### src/rtl/button_input_conditioner_pkg.sv
// Shared definitions for the blackjack player-input front end: button
// indices, default debounce length and the command priority order.
package button_input_conditioner_pkg;

  localparam int DEBOUNCE_DEFAULT = 1_000_000;
  localparam int CNT_W_DEFAULT    = 20;

  localparam int NUM_BTN    = 4;
  localparam int NUM_CELLS  = 9;
  localparam int BTN_NEXT   = 0;
  localparam int BTN_HIT    = 1;
  localparam int BTN_STAND  = 2;
  localparam int BTN_DOUBLE = 3;
  localparam int SPLIT_IDX  = 4;
  localparam int BET_LSB    = 5;

  typedef enum logic [2:0] {
    CMD_NONE,
    CMD_NEXT,
    CMD_STAND,
    CMD_HIT,
    CMD_DOUBLE
  } cmd_e;

  // Priority order: next > stand > hit > double; losers are dropped.
  function automatic cmd_e pick_cmd(input logic [NUM_BTN-1:0] ev);
    cmd_e c;
    c = CMD_NONE;
    if      (ev[BTN_NEXT])   c = CMD_NEXT;
    else if (ev[BTN_STAND])  c = CMD_STAND;
    else if (ev[BTN_HIT])    c = CMD_HIT;
    else if (ev[BTN_DOUBLE]) c = CMD_DOUBLE;
    return c;
  endfunction

endpackage

### src/rtl/button_input_conditioner_debounce_cell.sv
// One synchronise-and-debounce cell: two-flop synchroniser, hold counter
// and the accepted (stable) level. The synchronised sample is also exported
// so the top can tell a genuinely released pin from a freshly reset one.
module debounce_cell
  import button_input_conditioner_pkg::*;
#(
  parameter int DEBOUNCE_CYCLES = DEBOUNCE_DEFAULT,
  parameter int CNT_W           = CNT_W_DEFAULT
) (
  input  logic clk,
  input  logic reset,
  input  logic raw,
  output logic level,
  output logic sync
);

  localparam logic [CNT_W-1:0] TERM = CNT_W'(DEBOUNCE_CYCLES - 1);

  logic             s1_q, s1_d;
  logic             s2_q, s2_d;
  logic             stable_q, stable_d;
  logic [CNT_W-1:0] cnt_q, cnt_d;

  // Count while the synchronised pin disagrees with the accepted level;
  // any agreement restarts the count, the terminal count flips the level.
  always_comb begin
    s1_d     = raw;
    s2_d     = s1_q;
    stable_d = stable_q;
    cnt_d    = '0;
    if (s2_q != stable_q) begin
      if (cnt_q == TERM) stable_d = ~stable_q;
      else               cnt_d    = cnt_q + 1'b1;
    end
  end

  // State registers, all cleared by reset.
  always_ff @(posedge clk) begin
    if (reset) begin
      s1_q     <= 1'b0;
      s2_q     <= 1'b0;
      stable_q <= 1'b0;
      cnt_q    <= '0;
    end else begin
      s1_q     <= s1_d;
      s2_q     <= s2_d;
      stable_q <= stable_d;
      cnt_q    <= cnt_d;
    end
  end

  assign level = stable_q;
  assign sync  = s2_q;

endmodule

### src/rtl/button_input_conditioner.sv
// Player-input front end: debounces 4 buttons, the split switch and the
// 4 bet switches, and turns accepted button presses into prioritised
// one-cycle command pulses.
module button_input_conditioner
  import button_input_conditioner_pkg::*;
#(
  parameter int DEBOUNCE_CYCLES = DEBOUNCE_DEFAULT,
  parameter int CNT_W           = CNT_W_DEFAULT
) (
  input  logic       clk,
  input  logic       reset,
  input  logic       btn_next,
  input  logic       btn_hit,
  input  logic       btn_stand,
  input  logic       btn_double,
  input  logic       sw_split,
  input  logic [3:0] sw_bet,
  output logic       next_pulse,
  output logic       hit_pulse,
  output logic       stand_pulse,
  output logic       double_pulse,
  output logic [3:0] btn_level,
  output logic       split_level,
  output logic [3:0] bet_value
);

  logic [NUM_CELLS-1:0] raw_vec, lvl_vec, sync_vec;

  assign raw_vec = {sw_bet, sw_split, btn_double, btn_stand, btn_hit, btn_next};

  for (genvar i = 0; i < NUM_CELLS; i++) begin : g_cell
    debounce_cell #(
      .DEBOUNCE_CYCLES(DEBOUNCE_CYCLES),
      .CNT_W          (CNT_W)
    ) u_cell (
      .clk  (clk),
      .reset(reset),
      .raw  (raw_vec[i]),
      .level(lvl_vec[i]),
      .sync (sync_vec[i])
    );
  end

  logic [NUM_BTN-1:0] btn_lvl, btn_sync, ev;
  logic [NUM_BTN-1:0] prev_q, prev_d;
  logic [NUM_BTN-1:0] armed_q, armed_d;
  logic [NUM_BTN-1:0] pulse_q, pulse_d;
  logic [1:0]         prime_q, prime_d;
  cmd_e               cmd;

  assign btn_lvl  = lvl_vec[NUM_BTN-1:0];
  assign btn_sync = sync_vec[NUM_BTN-1:0];

  // Edge detect, arming and priority select. Reset zeroes the stable bits
  // too, so "debounced low" alone cannot arm a button: arming also needs
  // the synchroniser to have real samples (prime_q) showing the pin low.
  // A button held through reset thus stays disarmed until released.
  always_comb begin
    prime_d = {prime_q[0], 1'b1};
    prev_d  = btn_lvl;
    armed_d = armed_q | ({NUM_BTN{prime_q[1]}} & ~btn_sync & ~btn_lvl);
    ev      = btn_lvl & ~prev_q & armed_q;
    cmd     = pick_cmd(ev);
    pulse_d = '0;
    case (cmd)
      CMD_NEXT:   pulse_d[BTN_NEXT]   = 1'b1;
      CMD_STAND:  pulse_d[BTN_STAND]  = 1'b1;
      CMD_HIT:    pulse_d[BTN_HIT]    = 1'b1;
      CMD_DOUBLE: pulse_d[BTN_DOUBLE] = 1'b1;
      default:    pulse_d             = '0;
    endcase
  end

  // Edge-detect, arm and registered pulse flops.
  always_ff @(posedge clk) begin
    if (reset) begin
      prime_q <= '0;
      prev_q  <= '0;
      armed_q <= '0;
      pulse_q <= '0;
    end else begin
      prime_q <= prime_d;
      prev_q  <= prev_d;
      armed_q <= armed_d;
      pulse_q <= pulse_d;
    end
  end

  assign next_pulse   = pulse_q[BTN_NEXT];
  assign hit_pulse    = pulse_q[BTN_HIT];
  assign stand_pulse  = pulse_q[BTN_STAND];
  assign double_pulse = pulse_q[BTN_DOUBLE];
  assign btn_level    = btn_lvl;
  assign split_level  = lvl_vec[SPLIT_IDX];
  assign bet_value    = lvl_vec[BET_LSB +: 4];

endmodule

### config.mk
export PLATFORM = sky130hd
export DESIGN_NAME = button_input_conditioner
export DESIGN_NICKNAME = d
export VERILOG_FILES = /design/src/rtl/button_input_conditioner_pkg.sv /design/src/rtl/button_input_conditioner_debounce_cell.sv /design/src/rtl/button_input_conditioner.sv
export SDC_FILE = /design/constraint.sdc
export NUM_CORES = 1
export LEC_CHECK = 0
export CORE_UTILIZATION = 30
export DETAILED_ROUTE_END_ITERATION = 7
export PLACE_DENSITY = 0.54
export SYNTH_ARGS = -nofsm -noshare
export SYNTH_HDL_FRONTEND = slang
export SYNTH_SLANG_ARGS = --single-unit
### constraint.sdc
create_clock -name clk -period 2.8 [get_ports clk]
set_clock_uncertainty 0.2 [all_clocks]
set_input_delay 0.42 -clock clk [delete_from_list [all_inputs] [get_ports clk]]
set_output_delay 0.42 -clock clk [all_outputs]
set_load 0.03 [all_outputs]
### Signal wires on met4

Supply wires on this layer in gray.
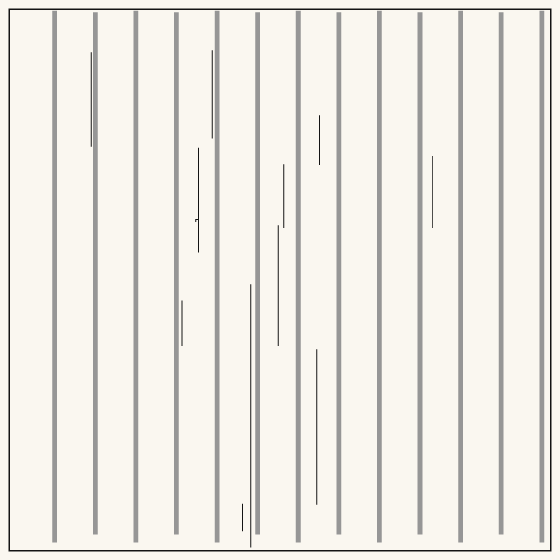
longest straight run: 87.7 um
main direction: vertical
final WL: 18700 um
Vias: 7406

### Clock routing

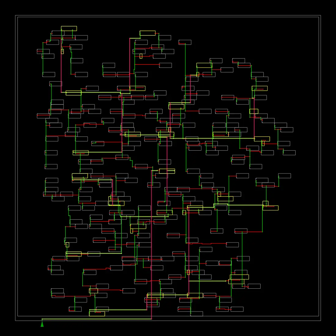
CLK BUF: 35
Num CTS Buffers: 25
CTS Sinks: 221
registers: 221

==> results.txt <==
fresh numbers from the pnr run: status finished, final reports clean, Clock Root Buffer clkbuf_16, top post-synthesis cells by count dfxtp_1, nor2_1, a21oi_1, xnor2_1, nand2_1, sequential power roughly 3200 uW, grt ovf 0, MaxCap Viol Count 0, critical path's largest stage delay between 0.7 and 0.8 ns, area figure in the yosys stat output between 0.009 and 0.01 sq mm, Distinct cells, synth between 50 and 60, Top-area cell share 0.463, largest net degree at the start of global routing roughly 46, CTS H-Tree Depth 1, power per cell area 574 mW/mm^2, Tcrit/Tclk final 0.838, # Cells Yosys 1093, initial antenna violation count 0, final setup fails 0, max FFs per register 180, Worst setup endpoint btn_level[0], CTS tree built, CP max FO 6, Slew @ Worst Pin 0.526 ns, largest class multi-input combinational cells, Area after DPL 0.0102 sq mm, EDFF count, synth 0, cell count after synthesis between 1000 and 1500, XORs/XNORs by Area 0.103, post-route non-filler standard cell count 1530, CTS-repair resized insts 0, GP Congestion 0.766, HP Start reset, die height 181 um, vias per cell 4.84, top cells by area, synth dfxtp_1, xnor2_1, nor2_1, diodes inserted 0, DRT iter0 DRCs 412, ClkCell Share 0.0674, Non-clock buffering overhead 0.0302, #MultiIn Comb a little under 800, post-route ant nets 0, I/O pin count 24, Buffers excl. clock 37, core box area between 0.03 and 0.04 sq mm, Adder Area Share 0.0118, reg-to-reg slack, setup 0.49 ns, port bufs 23, total negative setup slack 0 ns, most common cell in the netlist dfxtp_1, AND/OR/NAND/NOR Cells, Area Fraction 0.292, Post-Syn Area per Cell 8.75 sq um, CP cell instances clkdlybuf4s50_1, Finished Core Util 0.347, WHS Endpoint prime_q[0]$_DFF_P_, CP delay by family, top buffers and inverters, post-synthesis net count 1113, Initial Util 0.304, Fmax 426 MHz, dpl cells 1490, Logic cell area 0.00477 sq mm, die area roughly 0.033 sq mm, CP max-delay cell clkdlybuf4s50_1, clock buffer depth 3, Worst setup EP type primary output, Seq/total area 0.405, register area share after synthesis 0.463, final slew viol count 0, CTS Hold Bufs 0, # Taps between 400 and 500, type of the worst setup path flop to primary output, cell area after layout 0.0109 sq mm, Comb area share 0.437, area growth from synthesis to layout 14.3%, Cell Area, Synth between 0.009 and 0.01 sq mm, ys async rst share 0, DR pass1 iterations 4, Critical R2R Capture g_cell[1].u_cell.cnt_q[18]$_SDFF_PP0_, Worst EP required about 2.2 ns, Setup WS post-layout roughly 0.45 ns, first-pass GRT wire length 32200 um, Critical R2R Launch g_cell[1].u_cell.cnt_q[0]$_SDFF_PP0_, Filler Cells Inserted 3161, vias in the first global route 6876, sequential cell area 0.00442 sq mm, Int Pwr between 4000 and 5000 uW, Worst setup startpoint g_cell[0].u_cell.level$_SDFFE_PP0P_, RSZ-0062 raised after global routing false, clock latency on the worst-skew pair 0.51 ns, clock network power 3010 uW, WL/cell 12.2 um, # nets final 1135, Critical Path Source Type flop, most flop-heavy register g_cell.u_cell.cnt_q, Site Rows 65, switching power 1300 uW, relative slew slack 0.649, clk slew on worst S/H paths approximately 0.06 ns, final hold viol count 0, comb pwr 86.7 uW, Reg power frac 0.506, Synth area leader dfxtp_1, Die X 181 um, worst slack, placed 0.504 ns, VDD IR max 363 uV, setup bufs post-CTS 0, yosys aoi share 0.0921, Net Sw Frac 0.207, Hold Path Depth 2, combinational share of power 0.014, Tmin final approximately 2.3 ns, worst path bufs/invs 1, Clk network pwr share 0.480, stage-log warning count 26, HP Class input port to flop, worst path arrival time around 1.7 ns, cells on worst reg2reg path 5, Crit. path cell count 1, comb area leader simple AND/OR/NAND/NOR gates, # DRC 0, highest-power group sequential cells, Synth mux share 0, layout cells sized above 1 0.0585, ys flop type dfxtp_1, Tot GR Track Use 0.115, Flops after synth 221, leakage power 0.00315 uW, Ys Warns 0, Inverters 44, HPWL Detailed 12600 um
### Metal 3

Bar = 50 um.
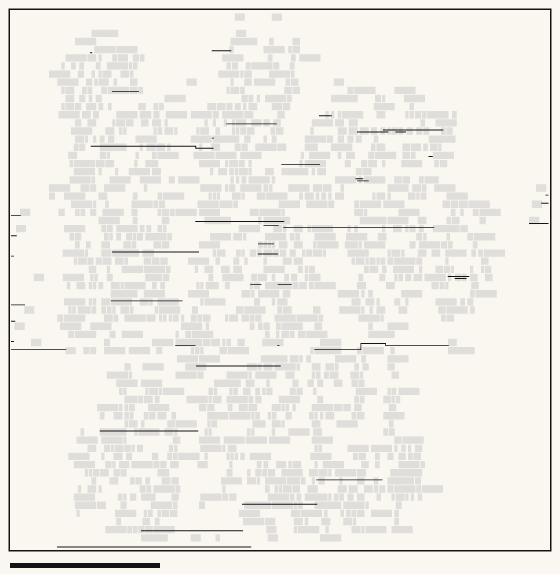
share of all routed wire: 3.2%
nets with wire on the layer: 25
longest straight run: 64.6 um
main direction: horizontal
wire length on this layer: 595 um
met3 usage: 0.0190

-- cells by family (layout without fill, tap and decap cells) --
group / count (synthesis) / in the layout
buf+inv: 86 / 121
compound gates: 150 / 150
simple gates: 514 / 514
flops: 221 / 221
fa+ha+maj: 9 / 9
xor+xnor: 113 / 113
-- cell usage in the layout (no fill, tap or decap), types with 4 or more instances in the layout --
| cell | instances |
|---|---|
| dfxtp_1 | 221 |
| nor2_1 | 145 |
| xnor2_1 | 66 |
| a21oi_1 | 66 |
| nand2_1 | 62 |
| nand3_1 | 55 |
| xor2_1 | 47 |
| inv_1 | 43 |
| nand4_1 | 41 |
| or3_1 | 40 |
| o21ai_0 | 35 |
| or4_1 | 31 |
| o31ai_1 | 26 |
| nor3_1 | 26 |
| clkbuf_16 | 25 |
| clkdlybuf4s50_1 | 22 |
| nor2b_1 | 21 |
| nor4_1 | 19 |
| and4_1 | 14 |
| buf_4 | 14 |
| nor4b_1 | 12 |
| and3_1 | 9 |
| ha_1 | 9 |
| clkbuf_1 | 8 |
| or2_2 | 7 |
| o21a_1 | 6 |
| or4b_1 | 5 |
| and2_1 | 5 |
| or4b_2 | 4 |
-- stage by stage --
| step | hold WS [ns] | total power, uW |
|---|---|---|
| floorplan | 0.199 | 3300 |
| global placement | 0.217 | 3340 |
| detailed placement | 0.231 | 3340 |
| CTS | 0.172 | 6410 |
| global route | 0.171 | 6540 |
| finish | 0.159 | 6280 |
-- metal layers --
layer  GRT usage  up-vias  share of wire
li1            -     3894              -
met1       0.151     3419           0.50
met2       0.192       67           0.45
met3      0.0190       26          0.032
met4      0.0338        0          0.019
met5           0        -              0
Power figures rest on the tool's default switching activity, not on a simulated workload.
